===== src/rtl/ad_sample_avalon.sv =====
// ad_sample_avalon
//   Turns each rising edge of the ad_clk sample strobe into one 16-bit frame read
//   from an external serial ADC. The sample (the low DATA_W bits of the frame) goes
//   into a FIFO that the Nios reads over an Avalon-MM slave. A level interrupt is
//   raised when the FIFO fill level reaches a programmable threshold.
//
// Ports
//   clk, rst_n          single clock domain, synchronous active-low reset
//   ad_clk              asynchronous sample strobe; a rising edge starts one conversion
//   address[1:0]        Avalon word address
//   read, write         Avalon strobes
//   writedata[31:0]     Avalon write data
//   readdata[31:0]      Avalon read data (combinational, zero wait states)
//   irq                 level interrupt: enable && count >= threshold && threshold != 0
//   adc_cs_n            ADC chip select, active-low
//   adc_sclk            ADC serial clock, idles low
//   adc_dout            ADC serial data, MSB first
//
// Bus handshake: there is no waitrequest. A read or write strobe high at a clk edge
// is one complete transfer. readdata is valid in the same cycle the read strobe is
// high, and a read of register 0 pops the FIFO on the edge that ends that cycle.
//
// Register map
//   0 R  : FIFO head, zero-extended; the read pops it. Empty FIFO reads 0, no pop.
//   1 R  : [4:0] count, [8] busy, [9] overflow, [10] missed, [11] irq
//   1 W  : write-1-to-clear for bits 9 and 10
//   2 RW : [0] enable, [7:4] irq threshold, [1] clear (write-only, self-clearing)
//   3 R  : samples pushed (wrapping 32-bit counter); 3 W: any write zeroes it

module ad_sample_avalon #(
  parameter int DATA_W     = 12,
  parameter int CLK_DIV    = 4,
  parameter int FIFO_DEPTH = 16
) (
  input  logic        clk,
  input  logic        rst_n,
  input  logic        ad_clk,
  input  logic [1:0]  address,
  input  logic        read,
  input  logic        write,
  input  logic [31:0] writedata,
  output logic [31:0] readdata,
  output logic        irq,
  output logic        adc_cs_n,
  output logic        adc_sclk,
  input  logic        adc_dout
);

  localparam int PTR_W = $clog2(FIFO_DEPTH);
  localparam int CNT_W = PTR_W + 1;
  localparam int DIV_W = (CLK_DIV > 1) ? $clog2(2 * CLK_DIV) : 1;
  localparam int CMP_W = (CNT_W > 4) ? CNT_W : 4;

  localparam logic [DIV_W-1:0] DIV_LAST  = DIV_W'(CLK_DIV - 1);
  localparam logic [DIV_W-1:0] STOP_LAST = DIV_W'(2 * CLK_DIV - 1);
  localparam logic [CNT_W-1:0] CNT_FULL  = CNT_W'(FIFO_DEPTH);

  typedef enum logic [1:0] {
    S_IDLE  = 2'd0,
    S_START = 2'd1,
    S_SHIFT = 2'd2,
    S_STOP  = 2'd3
  } state_t;

  // ---------------------------------------------------------------------------
  // Strobe synchroniser and rise detect
  // ---------------------------------------------------------------------------
  logic [1:0] ad_sync;
  logic       ad_prev;
  logic       rise;

  always_ff @(posedge clk) begin
    if (!rst_n) begin
      ad_sync <= 2'b00;
      ad_prev <= 1'b0;
    end else begin
      ad_sync <= {ad_sync[0], ad_clk};
      ad_prev <= ad_sync[1];
    end
  end

  assign rise = ad_sync[1] & ~ad_prev;

  // ---------------------------------------------------------------------------
  // Bus decode
  // ---------------------------------------------------------------------------
  logic wr_stat;
  logic wr_ctrl;
  logic wr_scnt;
  logic rd_data;
  logic ctrl_clear;

  assign wr_stat    = write && (address == 2'd1);
  assign wr_ctrl    = write && (address == 2'd2);
  assign wr_scnt    = write && (address == 2'd3);
  assign rd_data    = read  && (address == 2'd0);
  assign ctrl_clear = wr_ctrl && writedata[1];

  // ---------------------------------------------------------------------------
  // Control register
  // ---------------------------------------------------------------------------
  logic       enable;
  logic [3:0] threshold;

  always_ff @(posedge clk) begin
    if (!rst_n) begin
      enable    <= 1'b0;
      threshold <= 4'd0;
    end else if (wr_ctrl) begin
      enable    <= writedata[0];
      threshold <= writedata[7:4];
    end
  end

  // ---------------------------------------------------------------------------
  // Conversion FSM
  // ---------------------------------------------------------------------------
  state_t           state, state_nxt;
  logic [DIV_W-1:0] div_cnt, div_nxt;
  logic [3:0]       bit_cnt, bit_nxt;
  logic             phase, phase_nxt;   // 0 = SCLK low half, 1 = SCLK high half
  logic             shift_en;
  logic             frame_done;
  logic             cs_n_c;
  logic             sclk_c;
  logic [15:0]      shreg;

  always_ff @(posedge clk) begin
    if (!rst_n) begin
      state   <= S_IDLE;
      div_cnt <= '0;
      bit_cnt <= 4'd0;
      phase   <= 1'b0;
    end else begin
      state   <= state_nxt;
      div_cnt <= div_nxt;
      bit_cnt <= bit_nxt;
      phase   <= phase_nxt;
    end
  end

  always_comb begin
    state_nxt  = state;
    div_nxt    = div_cnt;
    bit_nxt    = bit_cnt;
    phase_nxt  = phase;
    shift_en   = 1'b0;
    frame_done = 1'b0;
    cs_n_c     = 1'b1;
    sclk_c     = 1'b0;

    case (state)
      S_IDLE: begin
        if (rise && enable) begin
          state_nxt = S_START;
          div_nxt   = '0;
        end
      end

      S_START: begin
        cs_n_c = 1'b0;
        if (div_cnt == DIV_LAST) begin
          state_nxt = S_SHIFT;
          div_nxt   = '0;
          bit_nxt   = 4'd0;
          phase_nxt = 1'b0;
        end else begin
          div_nxt = div_cnt + 1'b1;
        end
      end

      S_SHIFT: begin
        cs_n_c = 1'b0;
        sclk_c = phase;
        if (div_cnt == DIV_LAST) begin
          div_nxt = '0;
          if (!phase) begin
            // SCLK goes high on this edge: take the bit the ADC is presenting.
            phase_nxt = 1'b1;
            shift_en  = 1'b1;
          end else begin
            phase_nxt = 1'b0;
            if (bit_cnt == 4'd15) begin
              state_nxt  = S_STOP;
              frame_done = 1'b1;
            end else begin
              bit_nxt = bit_cnt + 1'b1;
            end
          end
        end else begin
          div_nxt = div_cnt + 1'b1;
        end
      end

      S_STOP: begin
        if (div_cnt == STOP_LAST) begin
          state_nxt = S_IDLE;
          div_nxt   = '0;
        end else begin
          div_nxt = div_cnt + 1'b1;
        end
      end

      default: begin
        state_nxt = S_IDLE;
        div_nxt   = '0;
      end
    endcase

    // A control clear aborts whatever frame is running and suppresses its push.
    if (ctrl_clear) begin
      state_nxt  = S_IDLE;
      div_nxt    = '0;
      bit_nxt    = 4'd0;
      phase_nxt  = 1'b0;
      shift_en   = 1'b0;
      frame_done = 1'b0;
    end
  end

  assign adc_cs_n = cs_n_c;
  assign adc_sclk = sclk_c;

  always_ff @(posedge clk) begin
    if (!rst_n) begin
      shreg <= 16'd0;
    end else if (shift_en) begin
      shreg <= {shreg[14:0], adc_dout};
    end
  end

  // ---------------------------------------------------------------------------
  // Sample FIFO
  // ---------------------------------------------------------------------------
  logic [DATA_W-1:0] mem [FIFO_DEPTH];
  logic [PTR_W-1:0]  wr_ptr;
  logic [PTR_W-1:0]  rd_ptr;
  logic [CNT_W-1:0]  fifo_count;
  logic              fifo_empty;
  logic              fifo_full;
  logic              pop;
  logic              push_ok;
  logic              overflow_set;

  assign fifo_empty = (fifo_count == '0);
  assign fifo_full  = (fifo_count == CNT_FULL);
  assign pop        = rd_data && !fifo_empty;
  // A pop in the same cycle frees a slot, so a push into a full FIFO still lands.
  assign push_ok      = frame_done && (!fifo_full || pop);
  assign overflow_set = frame_done && fifo_full && !pop;

  always_ff @(posedge clk) begin
    if (push_ok) begin
      mem[wr_ptr] <= shreg[DATA_W-1:0];
    end
  end

  always_ff @(posedge clk) begin
    if (!rst_n || ctrl_clear) begin
      wr_ptr     <= '0;
      rd_ptr     <= '0;
      fifo_count <= '0;
    end else begin
      if (push_ok) begin
        wr_ptr <= wr_ptr + 1'b1;
      end
      if (pop) begin
        rd_ptr <= rd_ptr + 1'b1;
      end
      case ({push_ok, pop})
        2'b10:   fifo_count <= fifo_count + 1'b1;
        2'b01:   fifo_count <= fifo_count - 1'b1;
        default: fifo_count <= fifo_count;
      endcase
    end
  end

  // ---------------------------------------------------------------------------
  // Sticky flags and sample counter
  // ---------------------------------------------------------------------------
  logic        overflow;
  logic        missed;
  logic        missed_set;
  logic        busy;
  logic [31:0] sample_cnt;

  assign busy       = (state != S_IDLE);
  assign missed_set = rise && busy;

  // Set beats a same-cycle write-1-to-clear; control clear beats both.
  always_ff @(posedge clk) begin
    if (!rst_n || ctrl_clear) begin
      overflow <= 1'b0;
      missed   <= 1'b0;
    end else begin
      if (overflow_set) begin
        overflow <= 1'b1;
      end else if (wr_stat && writedata[9]) begin
        overflow <= 1'b0;
      end
      if (missed_set) begin
        missed <= 1'b1;
      end else if (wr_stat && writedata[10]) begin
        missed <= 1'b0;
      end
    end
  end

  always_ff @(posedge clk) begin
    if (!rst_n || wr_scnt) begin
      sample_cnt <= 32'd0;
    end else if (push_ok) begin
      sample_cnt <= sample_cnt + 32'd1;
    end
  end

  // ---------------------------------------------------------------------------
  // Interrupt and read mux
  // ---------------------------------------------------------------------------
  assign irq = enable && (threshold != 4'd0) &&
               (CMP_W'(fifo_count) >= CMP_W'(threshold));

  always_comb begin
    readdata = 32'd0;
    case (address)
      2'd0: begin
        if (!fifo_empty) begin
          readdata = 32'(mem[rd_ptr]);
        end
      end
      2'd1: begin
        readdata[4:0] = 5'(fifo_count);
        readdata[8]   = busy;
        readdata[9]   = overflow;
        readdata[10]  = missed;
        readdata[11]  = irq;
      end
      2'd2: begin
        readdata[0]   = enable;
        readdata[7:4] = threshold;
      end
      default: begin
        readdata = sample_cnt;
      end
    endcase
  end

  // Writedata bits with no register behind them, and frame bits above DATA_W.
  logic unused_bits;
  assign unused_bits = ^{writedata[31:11], writedata[8], writedata[3:2], shreg};

endmodule


===== config.mk =====
export PLATFORM = sky130hd
export DESIGN_NAME = ad_sample_avalon
export DESIGN_NICKNAME = d
export VERILOG_FILES = /design/src/rtl/ad_sample_avalon.sv
export SDC_FILE = /design/constraint.sdc
export NUM_CORES = 1
export LEC_CHECK = 0
export CORE_MARGIN = 4
export CORE_UTILIZATION = 40
export CTS_CLUSTER_SIZE = 20
export DETAILED_ROUTE_END_ITERATION = 12
export SLEW_MARGIN = 20
export SYNTH_ARGS = -nofsm -noshare
export SYNTH_HDL_FRONTEND = slang
export SYNTH_SLANG_ARGS = --single-unit

===== constraint.sdc =====
create_clock -name clk -period 6.84 [get_ports clk]
set_input_delay 1.368 -clock clk [delete_from_list [all_inputs] [get_ports clk]]
set_output_delay 1.368 -clock clk [all_outputs]
set_load 0.01 [all_outputs]

gates.png
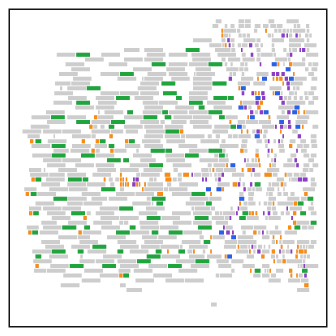
legend:
  mux cells:
    color: green
    cells: 91
    most_used: mux4_2
  xor and xnor cells:
    color: blue
    cells: 23
    most_used: xor2_1
  nor cells:
    color: orange
    cells: 118
    most_used: nor2_1
  nand cells:
    color: purple
    cells: 76
    most_used: nand2_1
most numerous logic cell after layout: edfxtp_1
Post-Layout Cell Count: 1298
Comb area share: 29.3%

class_map.png
The bar under the picture is 50 µm long. Fill, decap, tap and diode cells in gray.
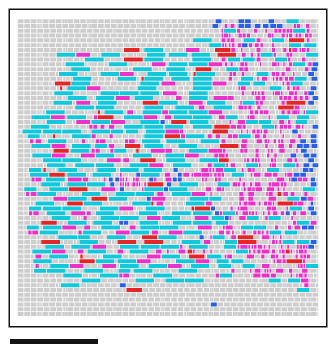
legend:
  clock drivers and dummy loads:
    color: red
    cells: 52
    share_of_their_area: 8.0%
  registers:
    color: cyan
    cells: 273
    share_of_their_area: 56%
  remaining logic cells:
    color: magenta
    cells: 516
    share_of_their_area: 31%
  remaining buffers and delay cells:
    color: blue
    cells: 73
    share_of_their_area: 5.1%

m2.png
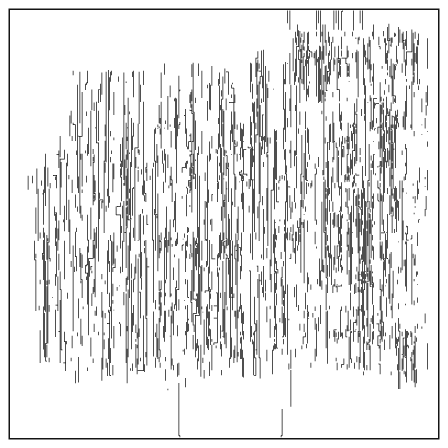
longest straight run: 57.5 µm
wire length on this layer: 12100 µm
share of all routed wire: 47%

clock_nets.png
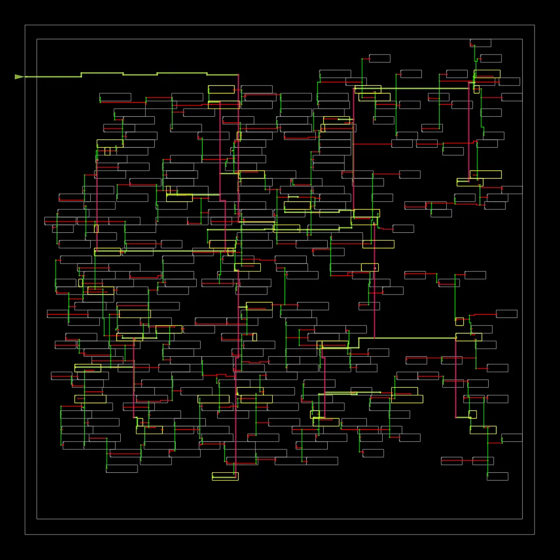
clock network power: 1.73 mW
sequential cell count: 273
Worst Clk Skew: 0.00835 ns

sizing.png
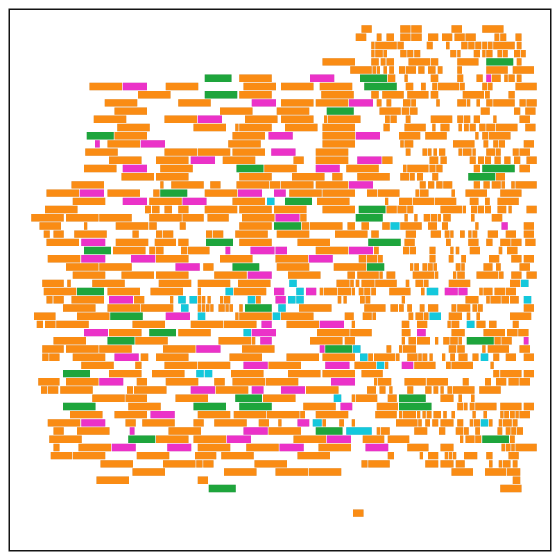
legend:
  x1 and smaller:
    color: orange
    cells: 776
    share: 85%
    most_used: edfxtp_1
  x2:
    color: magenta
    cells: 70
    share: 7.7%
    most_used: mux4_2
  x3 and x4:
    color: cyan
    cells: 30
    share: 3.3%
    most_used: buf_4
  x6 and larger:
    color: green
    cells: 38
    share: 4.2%
    most_used: clkbuf_16

==> metrics.cfg <==
[status]
outcome = finished clean

[global_routing]
grt_max_degree = 39
first_global_vias = 6987
grt_overflow = 0
grtUsageMet2_pct = 26.5
met3_usage_pct = 2.59
grt_antenna_before_repair = 0
grt.busiest_layer = met2
grt_use_met1_pct = 23.4
grtUsageTotal_pct = 16.3

[floorplan]
ios = 75
fp-row-count = 62
dieWidth_um = 179
n_tap_cell = 384
die_y_um = 179
core_area_um2 = 28800

[place]
dpl_cell_area_um2 = 12600
dpl.hpwl_mm = 16.4
numPlacedInstances = 1246
place_congestion = 0.823
place_ws_ns = 1.66
numPortBuffers = 50

[route]
wl_met2_mm = 12.1
ant_nets = 0
post_drt_via_cell_ratio = 5.47
first_iter_violations = 596
wl_per_cell_um = 20.0
drc_errors = 0
top_layer = met4
dr.pass1.iters = 5

[run]
maxCapViolCount = 0

[setup_path]
required_ns = 5.47
end_kind = output pin
crit_type = in2out
crit_start = address[0]
path_cells = clkdlybuf4s50_1, buf_4, nor2_1, o21ai_1, a211oi_1, a221o_1, clkdlybuf4s50_1
start_kind = primary input
rr_startpoint = div_cnt[0]
reg2reg_depth = 9
crit_path_end = readdata[10]
crit_top_cell = clkdlybuf4s50_1
crit_slowest_cell = clkdlybuf4s50_1
arrival_ns = 3.66
cp_num_buf_inv = 3
critPathTopFamily = buffers and inverters
critPathMaxStageDelay_ns = 0.48
r2r-end = mem[2][7]
crit_fanout = 38

[power_and_ir_drop]
p_total_mw = 3.56
p_int_mw = 2.87
power_frac_comb_pct = 2.1
p_leak_nw = 4.67
seq_cell_power_mw = 1.75
clkPwrFrac_pct = 48.6
power.switching_mw = 0.686
switching_share_pct = 19.3
comb-power_mw = 0.0732
power.density_nw_per_um2 = 260
p_seq_share_pct = 49.3
ir_drop_v = 0.000189

[clock_network]
cts-htree-levels = 1
ctsHoldBuffers = 0
root_buffer = clkbuf_16
clock-sinks = 273
clock_path_buffers = 3
numCtsBuffers = 28
clock_latency_ns = 0.54
cts_tree = done
post_cts_resized = 0

[layout]
top_register = mem
largest_class = registers
insertedDiodeCount = 0
finish.utilization_pct = 47.6
reg_top3 = mem (192), sample_cnt (32), shreg (12)
drive_gt1_share_pct = 15.1
inverters = 22
syn_to_final_growth_pct = 17.1
buffer_area_share_pct = 4.88
final_cell_mix = edfxtp_1 (192), dfxtp_1 (79), nor2_1 (69)
largest_reg_flops = 192
fill_cells = 2499
nClkBuffers = 30
nets = 953
seq_area_um2 = 7390
final_cell_area_um2 = 13700
sh_seq_area_pct = 53.9
clock_area_share_pct = 7.72

[min_path]
worstHoldEndpoint = ad_sync[1]
hold_class = reg2reg
hold_path_depth = 1

[sta]
fin_hold_ws_ns = 0.438
hold_viol_final = 0
tightestPinTransition_ns = 1.02
timing.final.crit_share_pct = 73.6
finalSetupViolations = 0
worst_slack_ns = 1.81
layout_min_cycle_time_ns = 5.03
max_freq_mhz = 199
tns_ns = 0
relSlewSlack_pct = 32.0
rsz0062_at_grt = no
report.final.slew_viol_count = 0

[synthesis]
syn_area_per_cell_um2 = 14.0
yosysChipArea_um2 = 11700
fa_ha_area_share_pct = 2.25
top_cell_area_share_pct = 49.3
yosys_warnings = 0
syn_area_um2 = 11700
syn_nets = 898
ys_types = 55
top_area_cell = edfxtp_1
yosys.area_share.aoi_pct = 5.56
topCellsByArea = edfxtp_1 (49%), dfxtp_1 (14%), mux4_2 (9.2%)
async_reset_ff_share_pct = 0
synth.most_common_cell = edfxtp_1
synthCells = 837
common_cells = edfxtp_1 (192), dfxtp_1 (81), nor2_1 (69)
yosys.area_share.simple_pct = 11.7
edf_count = 192
yosys.stat.seqShare_pct = 63.1
ff_type = edfxtp_1
synthMuxAreaShare_pct = 13.0
synth_stat.cells = 837

Power and IR drop assume default switching activity.
